--- src/rtl/multi_fm_pkg.sv ---
// multi_fm_pkg
//   Shared definitions for the multi-chip FM bus controller: the bus cycle
//   state encoding, the layout of the configuration byte, chip-count limits
//   and the timer width used by fm_cycle_timer.
//   No ports (package).

package multi_fm_pkg;

  // Chip-count limits supported by the 2-bit chip index field.
  localparam int MIN_CHIPS = 1;
  localparam int MAX_CHIPS = 4;

  // Width of the phase down-counter; phases up to 65536 cycles long.
  localparam int TIMER_W = 16;

  // Bit positions inside the configuration byte.
  localparam int CFG_IDX_LSB    = 0;
  localparam int CFG_IDX_MSB    = 1;
  localparam int CFG_STATUS_BIT = 2;
  localparam int CFG_DAC_BIT    = 3;
  localparam int CFG_BCAST_BIT  = 4;

  // Bus cycle phases.
  typedef enum logic [1:0] {
    ST_IDLE,
    ST_SETUP,
    ST_STROBE,
    ST_HOLD
  } fm_state_t;

  // Stored configuration register.
  typedef struct packed {
    logic       bcast;
    logic       dac;
    logic       status;
    logic [1:0] idx;
  } fm_cfg_t;

  // True when a requested chip index addresses a fitted chip.
  function automatic logic idx_in_range(input logic [1:0] idx, input int num_chips);
    return (int'({30'b0, idx}) < num_chips);
  endfunction

endpackage

--- src/rtl/multi_fm_ctrl_timer.sv ---
// fm_cycle_timer
//   Down-counter that times one bus phase. The controller loads it with
//   (phase length - 1) when a phase starts; done is high during the last
//   cycle of the phase (count reached zero).
//   Ports:
//     clk      in   clock
//     rst_n    in   synchronous active-low reset
//     load     in   load load_val this cycle
//     load_val in   TIMER_W bits, phase length minus one
//     done     out  current phase is in its final cycle

module fm_cycle_timer
  import multi_fm_pkg::*;
(
  input  logic               clk,
  input  logic               rst_n,
  input  logic               load,
  input  logic [TIMER_W-1:0] load_val,
  output logic               done
);

  logic [TIMER_W-1:0] count;

  // Count down to zero and park there until the next phase reloads.
  always_ff @(posedge clk) begin
    if (!rst_n) begin
      count <= '0;
    end else if (load) begin
      count <= load_val;
    end else if (count != '0) begin
      count <= count - 1'b1;
    end
  end

  assign done = (count == '0);

endmodule

--- src/rtl/multi_fm_ctrl.sv ---
// multi_fm_ctrl
//   Bus controller driving up to four FM synthesis chips over a shared
//   8-bit local bus. Each request runs SETUP (chip select, address, data),
//   STROBE (rd_n or wr_n low) and HOLD (select kept, strobes released).
//   Build option: define MULTI_FM_BROADCAST_EN to let writes captured with
//   the broadcast bit select every chip at once.
//   Ports:
//     fclk, rst_n                   clock, synchronous active-low reset
//     req_valid/req_ready           request handshake (ready = idle)
//     req_we, req_a0, req_wdata     request direction, address select, data
//     rd_data, rd_valid             read result and one-cycle done pulse
//     cfg_wr, cfg_d                 configuration byte write
//     cs_n[NUM_CHIPS], rd_n, wr_n   chip selects and strobes
//     a0, d_out, d_oe, d_in         chip address select and data bus
//     dac_en                        FM DAC gate from the config register

module multi_fm_ctrl
  import multi_fm_pkg::*;
#(
  parameter int NUM_CHIPS = 2,
  parameter int SETUP_CYC = 2,
  parameter int PULSE_CYC = 4,
  parameter int HOLD_CYC  = 2
) (
  input  logic                 fclk,
  input  logic                 rst_n,
  input  logic                 req_valid,
  output logic                 req_ready,
  input  logic                 req_we,
  input  logic                 req_a0,
  input  logic [7:0]           req_wdata,
  output logic [7:0]           rd_data,
  output logic                 rd_valid,
  input  logic                 cfg_wr,
  input  logic [7:0]           cfg_d,
  output logic [NUM_CHIPS-1:0] cs_n,
  output logic                 rd_n,
  output logic                 wr_n,
  output logic                 a0,
  output logic [7:0]           d_out,
  output logic                 d_oe,
  input  logic [7:0]           d_in,
  output logic                 dac_en
);

  fm_state_t          state;
  fm_cfg_t            cfg_q;
  logic               cap_we;
  logic               accept;
  logic               tmr_load;
  logic [TIMER_W-1:0] tmr_val;
  logic               tmr_done;
  logic [NUM_CHIPS-1:0] idx_mask;
  logic [NUM_CHIPS-1:0] cs_sel;
  logic               unused_cfg_bits;

  assign req_ready = (state == ST_IDLE);
  assign accept    = req_valid && req_ready;
  assign dac_en    = cfg_q.dac;

  // One-hot mask of the chip currently named by the config register.
  always_comb begin
    idx_mask = '0;
    for (int i = 0; i < NUM_CHIPS; i++) begin
      if (cfg_q.idx == 2'(i)) begin
        idx_mask[i] = 1'b1;
      end
    end
  end

  // Chips to select for a request arriving now; reads never broadcast.
`ifdef MULTI_FM_BROADCAST_EN
  always_comb begin
    cs_sel = idx_mask;
    if (req_we && cfg_q.bcast) begin
      cs_sel = '1;
    end
  end
  assign unused_cfg_bits = ^cfg_d[7:5];
`else
  assign cs_sel          = idx_mask;
  assign unused_cfg_bits = ^{cfg_d[7:5], cfg_q.bcast};
`endif

  // Phase timer reload: each phase loads its own length as it begins.
  always_comb begin
    tmr_load = 1'b0;
    tmr_val  = '0;
    case (state)
      ST_IDLE: begin
        if (accept) begin
          tmr_load = 1'b1;
          tmr_val  = TIMER_W'(SETUP_CYC - 1);
        end
      end
      ST_SETUP: begin
        if (tmr_done) begin
          tmr_load = 1'b1;
          tmr_val  = TIMER_W'(PULSE_CYC - 1);
        end
      end
      ST_STROBE: begin
        if (tmr_done) begin
          tmr_load = 1'b1;
          tmr_val  = TIMER_W'(HOLD_CYC - 1);
        end
      end
      default: begin
        tmr_load = 1'b0;
      end
    endcase
  end

  fm_cycle_timer u_timer (
    .clk      (fclk),
    .rst_n    (rst_n),
    .load     (tmr_load),
    .load_val (tmr_val),
    .done     (tmr_done)
  );

  // Config register plus the bus FSM. All pin outputs are registered and
  // latched at accept time, so a config write during a transaction only
  // affects later requests. A config write in the accept cycle is seen by
  // the next request because the FSM reads cfg_q before it updates.
  always_ff @(posedge fclk) begin
    if (!rst_n) begin
      state    <= ST_IDLE;
      cfg_q    <= '0;
      cap_we   <= 1'b0;
      cs_n     <= '1;
      rd_n     <= 1'b1;
      wr_n     <= 1'b1;
      a0       <= 1'b0;
      d_out    <= '0;
      d_oe     <= 1'b0;
      rd_data  <= '0;
      rd_valid <= 1'b0;
    end else begin
      rd_valid <= 1'b0;

      if (cfg_wr) begin
        cfg_q.status <= cfg_d[CFG_STATUS_BIT];
        cfg_q.dac    <= cfg_d[CFG_DAC_BIT];
        cfg_q.bcast  <= cfg_d[CFG_BCAST_BIT];
        if (idx_in_range(cfg_d[CFG_IDX_MSB:CFG_IDX_LSB], NUM_CHIPS)) begin
          cfg_q.idx <= cfg_d[CFG_IDX_MSB:CFG_IDX_LSB];
        end
      end

      case (state)
        ST_IDLE: begin
          if (accept) begin
            state  <= ST_SETUP;
            cap_we <= req_we;
            cs_n   <= ~cs_sel;
            a0     <= (!req_we && cfg_q.status) ? 1'b0 : req_a0;
            d_out  <= req_wdata;
            d_oe   <= req_we;
          end
        end
        ST_SETUP: begin
          if (tmr_done) begin
            state <= ST_STROBE;
            if (cap_we) begin
              wr_n <= 1'b0;
            end else begin
              rd_n <= 1'b0;
            end
          end
        end
        ST_STROBE: begin
          if (tmr_done) begin
            state <= ST_HOLD;
            wr_n  <= 1'b1;
            rd_n  <= 1'b1;
            if (!cap_we) begin
              rd_data  <= d_in;
              rd_valid <= 1'b1;
            end
          end
        end
        ST_HOLD: begin
          if (tmr_done) begin
            state <= ST_IDLE;
            cs_n  <= '1;
            a0    <= 1'b0;
            d_out <= '0;
            d_oe  <= 1'b0;
          end
        end
        default: begin
          state <= ST_IDLE;
        end
      endcase
    end
  end

endmodule

--- config.mk ---
export PLATFORM = sky130hd
export DESIGN_NAME = multi_fm_ctrl
export DESIGN_NICKNAME = d
export VERILOG_FILES = /design/src/rtl/multi_fm_pkg.sv /design/src/rtl/multi_fm_ctrl_timer.sv /design/src/rtl/multi_fm_ctrl.sv
export SDC_FILE = /design/constraint.sdc
export NUM_CORES = 1
export LEC_CHECK = 0
export ABC_CLOCK_PERIOD_IN_PS = 2700
export CORE_MARGIN = 3
export CORE_UTILIZATION = 35
export CTS_BUF_LIST = sky130_fd_sc_hd__clkbuf_8
export DETAILED_ROUTE_END_ITERATION = 6
export PLACE_DENSITY = 0.61
export SLEW_MARGIN = 20
export SYNTH_ARGS = -nofsm -noshare
export SYNTH_HDL_FRONTEND = slang
export SYNTH_SLANG_ARGS = --single-unit
export TNS_END_PERCENT = 100
--- constraint.sdc ---
create_clock -name fclk -period 2.7 [get_ports fclk]
set_clock_uncertainty 0.1 [all_clocks]
set_input_delay 0.675 -clock fclk [delete_from_list [all_inputs] [get_ports fclk]]
set_output_delay 0.675 -clock fclk [all_outputs]
set_load 0.02 [all_outputs]
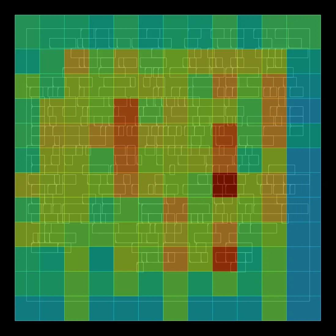
*Routing congestion map, run 1*
GR peak layer: met2
post-layout util: 47.0%
GRT met2 Usage: 21.3%

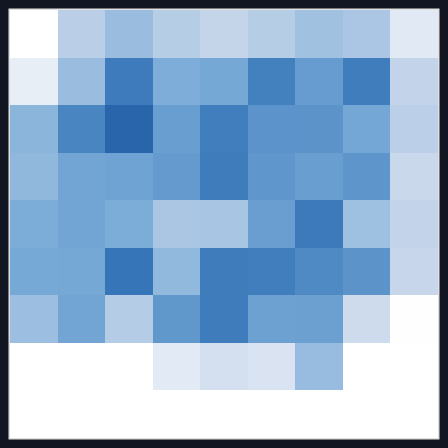
*Cell density map, run 1*
9 x 9 tiles, from white (low) to dark blue (high), 0 to 100% covered.
- fullest tile: 79%
- tiles over 75% full: 1.2%
- mean over tiles: 38%
- nearly empty tiles: 20%
Starting Density: 36.6%
core region area: 0.00603 sq mm

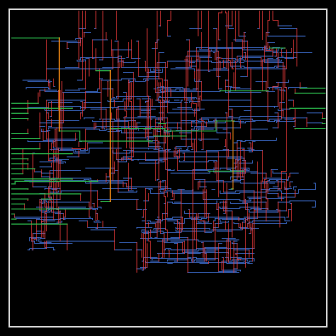
*Signal wires by layer, run 1*
- green: metal 3 (wire length 352 um)
- blue: metal 1 (wire length 2,540 um)
- red: metal 2 (wire length 2,130 um)
- orange: metal 4 (wire length 78.9 um)
total wire length: 5.11 mm
gr usage total: 14.6%
DR vias: 1,993

## run 1: placed cells by master, fill, tap and decap left out, types with 2 or more instances in the layout
cell type,instances
dfxtp_1,46
nor4_1,5
nand2b_1,4
or4b_1,2
a21oi_1,26
nand3b_1,2
or4_4,3
mux2i_1,7
nand2_1,25
clkdlybuf4s50_1,50
o21ai_1,2
o21ai_0,22
nand4_1,14
or4_1,3
nor4_4,2
nand3_1,12
or4_2,2
or3_2,3
nor3_1,3
ha_1,6
o211ai_1,2
o41ai_1,3
inv_1,8
buf_4,6
nor2_1,10
nor2b_1,3
clkbuf_8,6
o31ai_1,7
nor3b_1,2
## run 1: cell families after synthesis
logic type      count (synthesis)
compound gates                 70
xor+xnor                        2
fa+ha+maj                       6
buf+inv                        23
flops                          46
mux                             7
simple gates                   98
==> GITHUB_STEP_SUMMARY, run 1 <==
## Implementation flow summary

| Metric | Value |
|---|---|
| Synth unique cells | `45` |
| Top comb family, area | `simple AND/OR/NAND/NOR gates` |
| Status | `finished clean` |
| Total power | `3.62 mW` |
| Syn Area/Cell | `8.76 sq um` |
| Required time worst endpoint | `1920 ps` |
| Comb power | `2.11 mW` |
| Share of cells above drive strength 1 | `8.67%` |
| Reg-to-Reg End | `u_timer.count[10]$_SDFFE_PN0P_` |
| Post-CTS Setup Inserts | `0` |
| Post-DP HPWL | `3.61 mm` |
| Full die area | `0.00729 sq mm` |
| Clock-cell share | `3.23%` |
| Count leader, synth | `dfxtp_1` |
| Well Taps | `75` |
| Met1 wire length | `2.54 mm` |
| Switch share | `45.3%` |
| Drc violations | `0` |
| Slowest stage delay, CP | `650 ps` |
| Met3 wire len | `352 um` |
| Max-area cell class | `multi-input combinational cells` |
| Wire per inst | `13.6 um` |
| Max cap viols | `0` |
| Die height | `85.4 um` |
| P per Cell Area | `1280 mW/mm^2` |
| Worst setup margin | `228 ps` |
| MI comb cells | `183` |
| Tool warnings | `34` |
| Vias per inst | `5.31` |
| WP buf/inv | `2` |
| Combinational group share of total power | `58.4%` |
| Worst hold path type | `register to register` |
| Final Instance Area | `0.00283 sq mm` |
| Hold Crit Endpoint | `d_out[6]$_SDFFE_PN0P_` |
| Async S/R FF share, synth | `0%` |
| Met1 GRT Util | `19.8%` |
| Top cell type's share of synthesized area | `41.7%` |
| Post-Syn Area | `0.00221 sq mm` |
| Clk power | `428 uW` |
| FF+latch area | `921 sq um` |
| Crit share post-route | `91.5%` |
| Seq/total area | `32.5%` |
| Congestion Overflow GR | `0` |
| Max stage delay cell, worst path | `clkdlybuf4s50_1` |
| Slew Viols, Final | `0` |
| Final Hold Viols | `0` |
| Final min period | `2470 ps` |
| Initial antenna violation count | `0` |
| Final nets | `335` |
--- run 2 (diff from run 1) ---
--- a/config.mk
+++ b/config.mk
@@ -6,6 +6,7 @@
 export NUM_CORES = 1
 export LEC_CHECK = 0
 export ABC_CLOCK_PERIOD_IN_PS = 2700
+export CAP_MARGIN = 10
 export CORE_MARGIN = 3
 export CORE_UTILIZATION = 35
 export CTS_BUF_LIST = sky130_fd_sc_hd__clkbuf_8
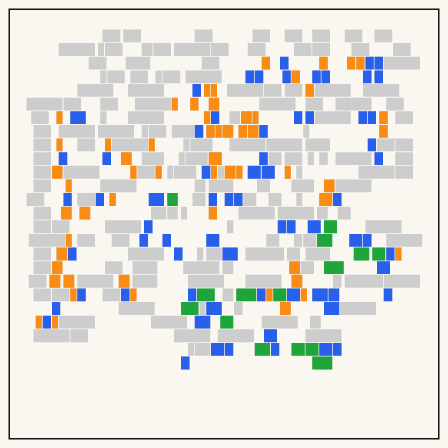
*Gate-type map, run 2*
- blue: inverting AOI/OAI gates (cells 68; most used a21oi_1)
- orange: NAND gates (cells 57; most used nand2_1)
- green: AND and OR gates (cells 15)
logic share of the area: 40.7%
top logic cell by instance count in the layout: clkdlybuf4s50_1
Final Non-Filler Cells: 375

==> run 2 against run 1 <==
Net effect:
- sequential power is essentially flat
- hold slack did not move
- routed wire length did not move
- first-iteration DRC count unchanged
- cell count stayed put
- critical path type unchanged
- largest power group unchanged
- clock power about the same
- setup slack stayed put
- maximum frequency unchanged
- total power unchanged
==> GITHUB_STEP_SUMMARY, run 2 <==
## Implementation flow summary

| Metric | Value |
|---|---|
| Status | `finished clean (unchanged)` |
| Count leader, synth | `dfxtp_1 (unchanged)` |
| Required time worst endpoint | `1920 ps (about the same)` |
| Reg-to-Reg End | `u_timer.count[10]$_SDFFE_PN0P_ (unchanged)` |
| DR vias | `1,993 (unchanged)` |
| Final nets | `335 (unchanged)` |
| Post-Syn Area | `0.00221 sq mm (unchanged)` |
| Top cell type's share of synthesized area | `41.7% (unchanged)` |
| Worst setup margin | `228 ps (unchanged)` |
| Max cap viols | `0 (unchanged)` |
| MI comb cells | `183 (unchanged)` |
| Core region area | `0.00603 sq mm (unchanged)` |
| Synth unique cells | `45 (unchanged)` |
| Total power | `3.62 mW (unchanged)` |
| Total wire length | `5.11 mm (unchanged)` |
| Most frequent cells in the layout | `clkdlybuf4s50_1 (50), dfxtp_1 (46), a21oi_1 (26), nand2_1 (25), o21ai_0 (22) (unchanged)` |
| Slew Viols, Final | `0 (unchanged)` |
| P per Cell Area | `1280 mW/mm^2 (unchanged)` |
| Die height | `85.4 um (unchanged)` |
| Hold Crit Endpoint | `d_out[6]$_SDFFE_PN0P_ (unchanged)` |
| Slowest stage delay, CP | `650 ps (about the same)` |
| Initial antenna violation count | `0 (unchanged)` |
| Clk power | `428 uW (about the same)` |
| Share of cells above drive strength 1 | `8.67% (unchanged)` |
## run 2: routing by layer
layer	vias to the layer above	wire, um	global-route usage (%)
li1	1026	-	-
met1	912	2540	19.8
met2	48	2130	21.3
met3	7	352	4.85
met4	0	78	5.61
met5	-	0	0
## run 2: cell families after synthesis
logic type	Yosys count	synth area share [%]
AOI/OAI and AO/OA	70	18.5
xor gates and xnor gates	2	0.794
adders and majority gates	6	3.40
buffers and inverters	23	6.07
DFF	46	41.7
muxes	7	3.17
and+or+nand+nor	98	26.4
## run 2: critical path, delay by kind of cell, from the launching register on
kind       cells  cell delay (ps)
fa+ha+maj      1              290
buf+inv        2              760
flops          1              340
--- run 3 (diff from run 2) ---
--- a/config.mk
+++ b/config.mk
@@ -5,7 +5,7 @@
 export SDC_FILE = /design/constraint.sdc
 export NUM_CORES = 1
 export LEC_CHECK = 0
-export ABC_CLOCK_PERIOD_IN_PS = 2700
+export ABC_CLOCK_PERIOD_IN_PS = 2800
 export CAP_MARGIN = 10
 export CORE_MARGIN = 3
 export CORE_UTILIZATION = 35
==> constraint.sdc (replaced) <==
create_clock -name fclk -period 2.8 [get_ports fclk]
set_clock_uncertainty 0.1 [all_clocks]
set_input_delay 0.7 -clock fclk [delete_from_list [all_inputs] [get_ports fclk]]
set_output_delay 0.7 -clock fclk [all_outputs]
set_load 0.02 [all_outputs]
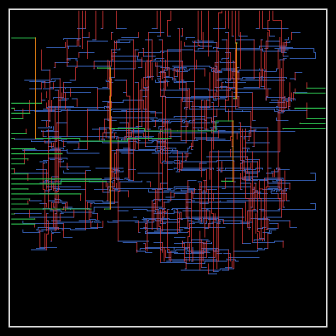
*Signal wires by layer, run 3*
wire per inst: 13.9 um
total wire length: 5.26 mm
DR vias: 2,014
gr usage total: 14.8%

==> run 3 against run 2 <==
Net effect:
- area after synthesis unchanged
- synthesized cell count unchanged
- global-route usage up 0.24 points
- combinational power about the same
- hold slack better by 1.4 ps
- largest cell class unchanged
- highest routed layer unchanged
==> GITHUB_STEP_SUMMARY, run 3 <==
## Implementation flow summary

| Metric | Value |
|---|---|
| Status | `finished clean (unchanged)` |
| Post-CTS Setup Inserts | `0 (unchanged)` |
| Final Non-Filler Cells | `377 (was 375)` |
| Share of cells above drive strength 1 | `8.94% (was 8.67%)` |
| Post-DP HPWL | `3.75 mm (was 3.61 mm)` |
| FF+latch area | `921 sq um (unchanged)` |
| Core region area | `0.00603 sq mm (unchanged)` |
| Final min period | `2490 ps` |
| Switch share | `44.3% (was 45.3%)` |
| Combinational group share of total power | `58.3% (was 58.4%)` |
| Top cell type's share of synthesized area | `41.7% (unchanged)` |
| Vias per inst | `5.34 (was 5.31)` |
| Yosys aoi share | `18.5% (unchanged)` |
| Initial antenna violation count | `0 (unchanged)` |
| Congestion Overflow GR | `0 (unchanged)` |
| Drc violations | `0 (unchanged)` |
| Xor+xnor area frac | `0.794% (unchanged)` |
| Worst setup margin | `306 ps (was 228 ps)` |
| Post-Syn Area | `0.00221 sq mm (unchanged)` |
| Slew Viols, Final | `0 (unchanged)` |
| Reg-to-Reg End | `u_timer.count[14]$_SDFFE_PN0P_ (was u_timer.count[10]$_SDFFE_PN0P_)` |
| Hold Crit Endpoint | `a0$_SDFFE_PN0P_ (was d_out[6]$_SDFFE_PN0P_)` |
| Clk power | `475 uW (was 428 uW)` |
| Yosys adder share | `3.40% (unchanged)` |
| Die height | `85.4 um (unchanged)` |
| Full die area | `0.00729 sq mm (unchanged)` |
| P per Cell Area | `1270 mW/mm^2 (was 1280 mW/mm^2)` |
| Final Instance Area | `0.00286 sq mm (was 0.00283 sq mm)` |
| Synth unique cells | `45 (unchanged)` |
| Max stage delay cell, worst path | `clkdlybuf4s50_1 (unchanged)` |
| Final nets | `337 (was 335)` |
| Crit share post-route | `89.1%` |
| Stages on the worst setup path | `3 (unchanged)` |
| Top logic cell by instance count in the layout | `clkdlybuf4s50_1 (unchanged)` |
| Most frequent cells in the layout | `clkdlybuf4s50_1 (50), dfxtp_1 (46), a21oi_1 (26), nand2_1 (25), o21ai_0 (22) (unchanged)` |
| Basic Gates by Area | `26.4% (unchanged)` |
| Count leader, synth | `dfxtp_1 (unchanged)` |
[run 3: cell counts after synthesis]
No cell type changed its count.
[run 3: layout make-up]
type	count	area share, %
Inverter	7	0.919
Sequential cell	46	32.2
Multi-Input combinational cell	183	40.3
Timing Repair Buffer	58	19.6
Clock inverter	3	1.31
Tap cell	75	3.28
Clock buffer	5	2.41
[run 3: metal layers]
metal | up-vias | GRT usage [%] | wire [um]
li1 | 1025 | - | -
met1 | 944 | 18.7 | 2530
met2 | 36 | 23.2 | 2330
met3 | 9 | 4.66 | 304
met4 | 0 | 6.19 | 96
met5 | - | 0 | 0
Power is estimated from default activity; no workload was simulated.
